<file path="config.mk">
export PLATFORM = sky130hd
export DESIGN_NAME = sdes_decrypt
export DESIGN_NICKNAME = d
export VERILOG_FILES = /design/src/rtl/sdes_pkg.sv /design/src/rtl/sdes_fk.sv /design/src/rtl/sdes_decrypt.sv
export SDC_FILE = /design/constraint.sdc
export NUM_CORES = 1
export LEC_CHECK = 0
export CAP_MARGIN = 20
export CORE_MARGIN = 4
export CORE_UTILIZATION = 35
export DETAILED_ROUTE_END_ITERATION = 8
export DONT_BUFFER_PORTS = 1
export GPL_TIMING_DRIVEN = 1
export SLEW_MARGIN = 20
export SYNTH_ARGS = -nofsm -noshare
export SYNTH_HDL_FRONTEND = slang
export SYNTH_SLANG_ARGS = --single-unit
</file>
<file path="constraint.sdc">
create_clock -name clk -period 2.4 [get_ports clk]
set_input_delay 0.6 -clock clk [delete_from_list [all_inputs] [get_ports clk]]
set_output_delay 0.6 -clock clk [all_outputs]
set_load 0.05 [all_outputs]
</file>
<file path="src/rtl/sdes_pkg.sv">
// ---------------------------------------------------------------------------
// sdes_pkg
// Shared S-DES definitions for the decryption engine: fixed widths, the
// engine state encoding and the bit permutations used by the key schedule
// and the data path. Every vector is indexed [0:N-1], so bit 0 is the
// leftmost bit, which matches the 1-based permutation tables directly
// (table entry n selects bit n-1).
// ---------------------------------------------------------------------------
package sdes_pkg;

   localparam int BLK_W  = 8;
   localparam int KEY_W  = 10;
   localparam int HALF_W = 4;

   typedef logic [0:BLK_W-1]  blk_t;
   typedef logic [0:KEY_W-1]  key_t;
   typedef logic [0:HALF_W-1] half_t;

   typedef enum logic [2:0] {
      IDLE   = 3'd0,
      KEYGEN = 3'd1,
      R1     = 3'd2,
      R2     = 3'd3,
      DONE   = 3'd4
   } state_t;

   // P10 = 3 5 2 7 4 10 1 9 8 6
   function automatic key_t p10(input key_t k);
      return {k[2], k[4], k[1], k[6], k[3], k[9], k[0], k[8], k[7], k[5]};
   endfunction

   // P8 = 6 3 7 4 8 5 10 9 (bits 1 and 2 are dropped)
   function automatic blk_t p8(input key_t k);
      return {k[5], k[2], k[6], k[3], k[7], k[4], k[9], k[8]};
   endfunction

   // Rotate each 5-bit half left by one, independently
   function automatic key_t ls1(input key_t k);
      return {k[1:4], k[0], k[6:9], k[5]};
   endfunction

   // Rotate each 5-bit half left by two, independently
   function automatic key_t ls2(input key_t k);
      return {k[2:4], k[0:1], k[7:9], k[5:6]};
   endfunction

   // IP = 2 6 3 1 4 8 5 7
   function automatic blk_t ip(input blk_t d);
      return {d[1], d[5], d[2], d[0], d[3], d[7], d[4], d[6]};
   endfunction

   // IP^-1 = 4 1 3 5 7 2 8 6
   function automatic blk_t ip_inv(input blk_t d);
      return {d[3], d[0], d[2], d[4], d[6], d[1], d[7], d[5]};
   endfunction

   // Swap the two 4-bit halves
   function automatic blk_t sw(input blk_t d);
      return {d[4:7], d[0:3]};
   endfunction

endpackage

</file>
<file path="src/rtl/sdes_fk.sv">
// ---------------------------------------------------------------------------
// sdes_fk
// Combinational S-DES Feistel round fk(L,R,K) = (L xor P4(S(EP(R) xor K)), R).
// Ports:
//   din    in  [0:7]  {L,R} round input
//   subkey in  [0:7]  round subkey
//   dout   out [0:7]  {L xor f, R}; no swap is applied here
// ---------------------------------------------------------------------------
module sdes_fk
   import sdes_pkg::*;
(
   input  logic [0:BLK_W-1] din,
   input  logic [0:BLK_W-1] subkey,
   output logic [0:BLK_W-1] dout
);

   // S0: row = {b1,b4}, column = {b2,b3}
   function automatic logic [0:1] sbox0(input logic [0:3] x);
      logic [0:1] s;
      case ({x[0], x[3], x[1], x[2]})
         4'd0:  s = 2'd1;
         4'd1:  s = 2'd0;
         4'd2:  s = 2'd3;
         4'd3:  s = 2'd2;
         4'd4:  s = 2'd3;
         4'd5:  s = 2'd2;
         4'd6:  s = 2'd1;
         4'd7:  s = 2'd0;
         4'd8:  s = 2'd0;
         4'd9:  s = 2'd2;
         4'd10: s = 2'd1;
         4'd11: s = 2'd3;
         4'd12: s = 2'd3;
         4'd13: s = 2'd1;
         4'd14: s = 2'd3;
         4'd15: s = 2'd2;
         default: s = 2'd0;
      endcase
      return s;
   endfunction

   // S1: row = {b1,b4}, column = {b2,b3}
   function automatic logic [0:1] sbox1(input logic [0:3] x);
      logic [0:1] s;
      case ({x[0], x[3], x[1], x[2]})
         4'd0:  s = 2'd0;
         4'd1:  s = 2'd1;
         4'd2:  s = 2'd2;
         4'd3:  s = 2'd3;
         4'd4:  s = 2'd2;
         4'd5:  s = 2'd0;
         4'd6:  s = 2'd1;
         4'd7:  s = 2'd3;
         4'd8:  s = 2'd3;
         4'd9:  s = 2'd0;
         4'd10: s = 2'd1;
         4'd11: s = 2'd0;
         4'd12: s = 2'd2;
         4'd13: s = 2'd1;
         4'd14: s = 2'd0;
         4'd15: s = 2'd3;
         default: s = 2'd0;
      endcase
      return s;
   endfunction

   logic [0:BLK_W-1]  ep_s;
   logic [0:BLK_W-1]  x_s;
   logic [0:HALF_W-1] s_s;
   logic [0:HALF_W-1] p4_s;

   // EP = 4 1 2 3 2 3 4 1 applied to R = din[4:7]
   assign ep_s = {din[7], din[4], din[5], din[6], din[5], din[6], din[7], din[4]};
   assign x_s  = ep_s ^ subkey;
   assign s_s  = {sbox0(x_s[0:3]), sbox1(x_s[4:7])};
   // P4 = 2 4 3 1
   assign p4_s = {s_s[1], s_s[3], s_s[2], s_s[0]};
   assign dout = {din[0:3] ^ p4_s, din[4:7]};

endmodule

</file>
<file path="src/rtl/sdes_decrypt.sv">
// ---------------------------------------------------------------------------
// sdes_decrypt
// Iterative S-DES decryption engine, one Feistel round per clock:
// IP, fk(K2), SW, fk(K1), IP^-1. One block in flight.
// Optional build macro SDES_KEY_CACHE_EN: when the accepted key matches the
// key whose subkeys are already held, KEYGEN is skipped (latency 2 instead
// of 3 edges).
// Ports:
//   clk       in   rising-edge clock
//   rst_n     in   asynchronous active-low reset
//   in_valid  in   ct/key valid
//   in_ready  out  engine idle and able to accept (registered)
//   ct        in   [0:7] ciphertext, bit 0 leftmost
//   key       in   [0:9] master key, bit 0 leftmost
//   out_valid out  pt valid (registered)
//   out_ready in   consumer accepts pt
//   pt        out  [0:7] plaintext (registered, held until the next result)
// ---------------------------------------------------------------------------
module sdes_decrypt
   import sdes_pkg::*;
(
   input  logic             clk,
   input  logic             rst_n,
   input  logic             in_valid,
   output logic             in_ready,
   input  logic [0:BLK_W-1] ct,
   input  logic [0:KEY_W-1] key,
   output logic             out_valid,
   input  logic             out_ready,
   output logic [0:BLK_W-1] pt
);

   state_t state_r;
   key_t   key_r;
   blk_t   data_r;
   blk_t   k1_r;
   blk_t   k2_r;
   blk_t   pt_r;
   logic   out_valid_r;
   logic   in_ready_r;
`ifdef SDES_KEY_CACHE_EN
   logic   key_cached_r;
`endif

   blk_t   sub_key_s;
   blk_t   fk_out_s;

   // Single shared round: decryption uses K2 first, then K1
   always_comb begin
      sub_key_s = k1_r;
      case (state_r)
         R1:      sub_key_s = k2_r;
         R2:      sub_key_s = k1_r;
         default: sub_key_s = k1_r;
      endcase
   end

   sdes_fk u_fk (
      .din    (data_r),
      .subkey (sub_key_s),
      .dout   (fk_out_s)
   );

   // Engine FSM with registered handshake outputs
   always_ff @(posedge clk or negedge rst_n) begin
      if (!rst_n) begin
         state_r      <= IDLE;
         key_r        <= '0;
         data_r       <= '0;
         k1_r         <= '0;
         k2_r         <= '0;
         pt_r         <= '0;
         out_valid_r  <= 1'b0;
         in_ready_r   <= 1'b0;
`ifdef SDES_KEY_CACHE_EN
         key_cached_r <= 1'b0;
`endif
      end else begin
         case (state_r)
            IDLE: begin
               if (in_valid && in_ready_r) begin
                  data_r     <= ip(ct);
                  key_r      <= key;
                  in_ready_r <= 1'b0;
`ifdef SDES_KEY_CACHE_EN
                  // Subkeys already held for this key: go straight to round 1
                  if (key_cached_r && (key == key_r)) begin
                     state_r <= R1;
                  end else begin
                     state_r <= KEYGEN;
                  end
`else
                  state_r <= KEYGEN;
`endif
               end else begin
                  // First edge after reset release raises in_ready here
                  in_ready_r <= 1'b1;
               end
            end
            KEYGEN: begin
               k1_r    <= p8(ls1(p10(key_r)));
               k2_r    <= p8(ls2(ls1(p10(key_r))));
               state_r <= R1;
`ifdef SDES_KEY_CACHE_EN
               key_cached_r <= 1'b1;
`endif
            end
            R1: begin
               data_r  <= sw(fk_out_s);
               state_r <= R2;
            end
            R2: begin
               pt_r        <= ip_inv(fk_out_s);
               out_valid_r <= 1'b1;
               state_r     <= DONE;
            end
            DONE: begin
               if (out_ready) begin
                  out_valid_r <= 1'b0;
                  in_ready_r  <= 1'b1;
                  state_r     <= IDLE;
               end else begin
                  out_valid_r <= 1'b1;
               end
            end
            default: begin
               out_valid_r <= 1'b0;
               in_ready_r  <= 1'b0;
               state_r     <= IDLE;
            end
         endcase
      end
   end

   assign in_ready  = in_ready_r;
   assign out_valid = out_valid_r;
   assign pt        = pt_r;

endmodule

</file>
==> tab_implementation.tex, run 1 <==
% Table of physical implementation metrics
\begin{tabular}{lr}
\hline
Metric & Value \\
\hline
\multicolumn{2}{l}{\textbf{Floorplanning}} \\
\quad Well-Tap Cells & 70 \\
\multicolumn{2}{l}{\textbf{Placement}} \\
\quad Post-placement cell count & 219 \\
\quad Count of input and output buffers & 0 \\
\multicolumn{2}{l}{\textbf{Final layout}} \\
\quad Flop count & 41 \\
\quad Combinational gate area & 868 µm² \\
\quad Share of final-layout standard cells stronger than drive strength 1 & 0.302 \\
\quad FF+latch area & 0.00103 mm² \\
\quad Number of non-filler instances in the completed layout & 232 \\
\quad Top logic cells by instance count in the layout & dfrtp\_1 (40), mux2\_2 (27), mux2i\_1 (18), xnor2\_1 (11) \\
\quad Number of inserted filler cells in the final layout & 510 \\
\multicolumn{2}{l}{\textbf{Clock tree}} \\
\quad Cts-stage hold buffer count & 1 \\
\quad Insertion delay to the later sink of the worst-skew pair & 0.28 ns \\
\multicolumn{2}{l}{\textbf{Final timing}} \\
\quad Post-route setup TNS & 0 ns \\
\quad Number of failing setup endpoints in the final timing report & 0 \\
\quad Period utilisation layout & 0.951 \\
\multicolumn{2}{l}{\textbf{Global routing}} \\
\quad Met1 track demand over resource & 0.134 \\
\multicolumn{2}{l}{\textbf{Worst setup path}} \\
\quad Worst Path Class, Setup & flip-flop to flip-flop \\
\quad Reg-to-reg critical path endpoint & pt[2] \\
\quad Setup crit start kind & flip-flop \\
\quad Type of destination of the critical path & flip-flop \\
\multicolumn{2}{l}{\textbf{Detailed routing}} \\
\quad Post-detailed-route via-to-cell ratio & 4.97 \\
\quad Met2 Routed Length & 1.77 mm \\
\multicolumn{2}{l}{\textbf{Run status}} \\
\quad Status & completed \\
\multicolumn{2}{l}{\textbf{Synthesis}} \\
\quad Cell type with the highest aggregate area in the netlist & dfrtp\_1 \\
\quad Xor+xnor area frac & 0.0706 \\
\quad Top-area cell type share of the netlist area & 0.527 \\
\quad Most instantiated cells after synthesis & dfrtp\_1 (41), mux2\_2 (27), mux2i\_1 (18) \\
\quad Warnings from Yosys & 0 \\
\multicolumn{2}{l}{\textbf{Flow run}} \\
\quad Count of tool warnings & 27 \\
\hline
\end{tabular}
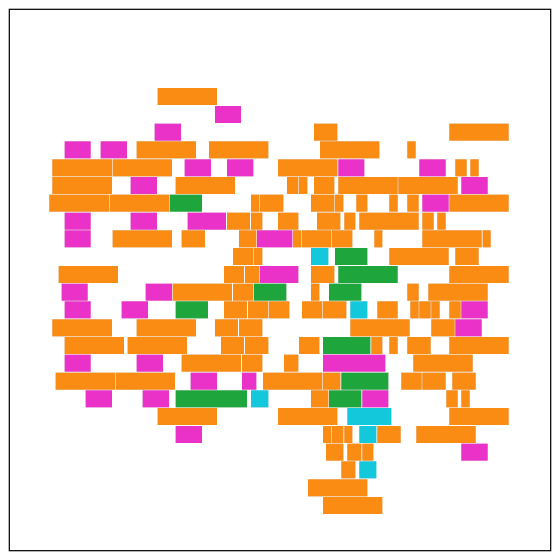
(run_1/sizing.png)
orange -> x1 and smaller  # cells 113, share 70%
magenta -> x2  # cells 33, share 20%
green -> x6 and larger  # cells 10, share 6.2%
cyan -> x3 and x4  # cells 6, share 3.7%
area added between synthesis and finish: 14.3%
Non-Filler Cell Area, Final: 0.00223 mm²

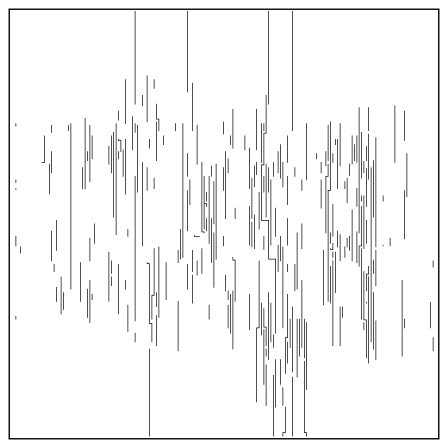
(run_1/m2.png)
longest straight run = 33.7 µm
nets with wire on the layer = 163
main direction = vertical
met2 track utilization from global routing: 0.198
count of vias placed by the detailed router: 1,152
wirelength, routed: 3.64 mm

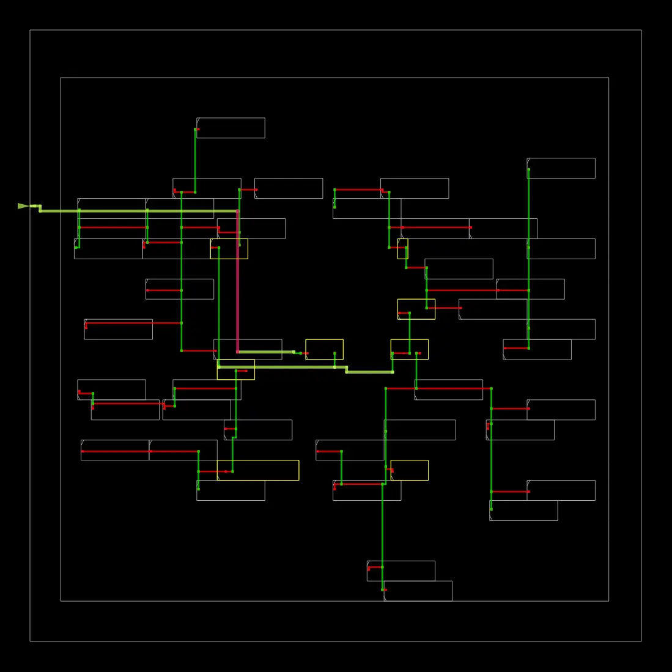
(run_1/clock_nets.png)
tally of clock buffers in the finished layout: 7

==> run_1/gates.png <==
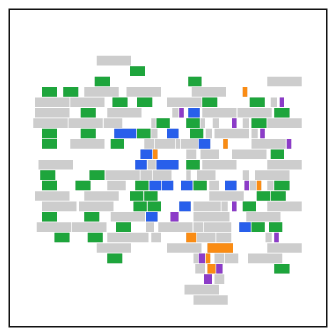

## Run 2: what changed since run 1
Settings changed: SETUP_SLACK_MARGIN set to 0.02.
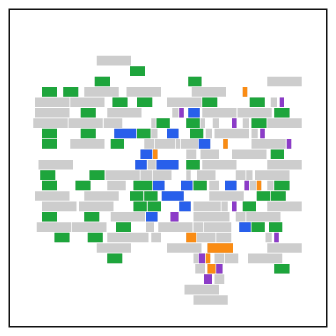
(run_2/gates.png)
green -> mux cells  # cells 45, most used mux2_2
purple -> nand cells  # cells 12, most used nand2_1
orange -> nor cells  # cells 8, most used nor2_1
blue -> xor and xnor cells  # cells 14, most used xnor2_1, where centre
most common library cell in the layout ignoring fill and taps: dfrtp_1
number of non-filler instances in the completed layout: 234
share of the final layout cell area in multi-input gates: 0.390

==> tab_implementation.tex, run 2 <==
% Table of physical implementation metrics
\begin{tabular}{lr}
\hline
Metric & Value \\
\hline
\multicolumn{2}{l}{\textbf{Run status}} \\
\quad Status & completed \\
\multicolumn{2}{l}{\textbf{Final layout}} \\
\quad Final layout net count & 186 \\
\quad Top logic cells by instance count in the layout & dfrtp\_1 (40), mux2\_2 (27), mux2i\_1 (17), xnor2\_1 (10) \\
\quad FF+latch area & 0.00103 mm² \\
\quad Area added between synthesis and finish & 15.7\% \\
\quad Flop count & 41 \\
\quad Non-Filler Cell Area, Final & 0.00225 mm² \\
\quad Combinational gate area & 880 µm² \\
\quad Tally of clock buffers in the finished layout & 7 \\
\quad N\_diodes & 0 \\
\quad Number of inserted filler cells in the final layout & 505 \\
\quad Most area-hungry cell class in the final design & flip-flops and latches \\
\multicolumn{2}{l}{\textbf{Detailed routing}} \\
\quad Met2 Routed Length & 1.75 mm \\
\quad Wirelength, routed & 3.64 mm \\
\quad Post-detailed-route via-to-cell ratio & 4.97 \\
\quad Count of vias placed by the detailed router & 1,163 \\
\multicolumn{2}{l}{\textbf{Placement}} \\
\quad Routability congestion estimate & 0.691 \\
\quad Post-placement cell count & 219 \\
\quad Count of input and output buffers & 0 \\
\multicolumn{2}{l}{\textbf{Final timing}} \\
\quad Period utilisation layout & 0.938 \\
\quad Post-route setup TNS & 0 ns \\
\quad Number of failing setup endpoints in the final timing report & 0 \\
\multicolumn{2}{l}{\textbf{Synthesis}} \\
\quad Cell type with the highest aggregate area in the netlist & dfrtp\_1 \\
\quad Xor+xnor area frac & 0.0706 \\
\quad Top-area cell type share of the netlist area & 0.527 \\
\quad Warnings from Yosys & 0 \\
\quad Most instantiated cells after synthesis & dfrtp\_1 (41), mux2\_2 (27), mux2i\_1 (18) \\
\quad Adder-Cell Fraction of Synth Area & 0.00642 \\
\quad Number of unique standard cell types used by synthesis & 31 \\
\multicolumn{2}{l}{\textbf{Global routing}} \\
\quad Met1 track demand over resource & 0.134 \\
\quad First-pass GRT wire length & 5.92 mm \\
\quad Met2 track utilization from global routing & 0.198 \\
\quad Total congestion overflow after global routing & 0 \\
\multicolumn{2}{l}{\textbf{Flow run}} \\
\quad Count of tool warnings & 27 \\
\multicolumn{2}{l}{\textbf{Worst setup path}} \\
\quad Worst Path Class, Setup & flip-flop to flip-flop \\
\quad Cell count of the worst reg-to-reg path & 9 \\
\quad Reg-to-reg critical path endpoint & pt[2] \\
\quad Setup crit start kind & flip-flop \\
\quad Type of destination of the critical path & flip-flop \\
\multicolumn{2}{l}{\textbf{Clock tree}} \\
\quad Insertion delay to the later sink of the worst-skew pair & 0.28 ns \\
\quad Cts-stage hold buffer count & 1 \\
\multicolumn{2}{l}{\textbf{Floorplanning}} \\
\quad Well-Tap Cells & 70 \\
\hline
\end{tabular}
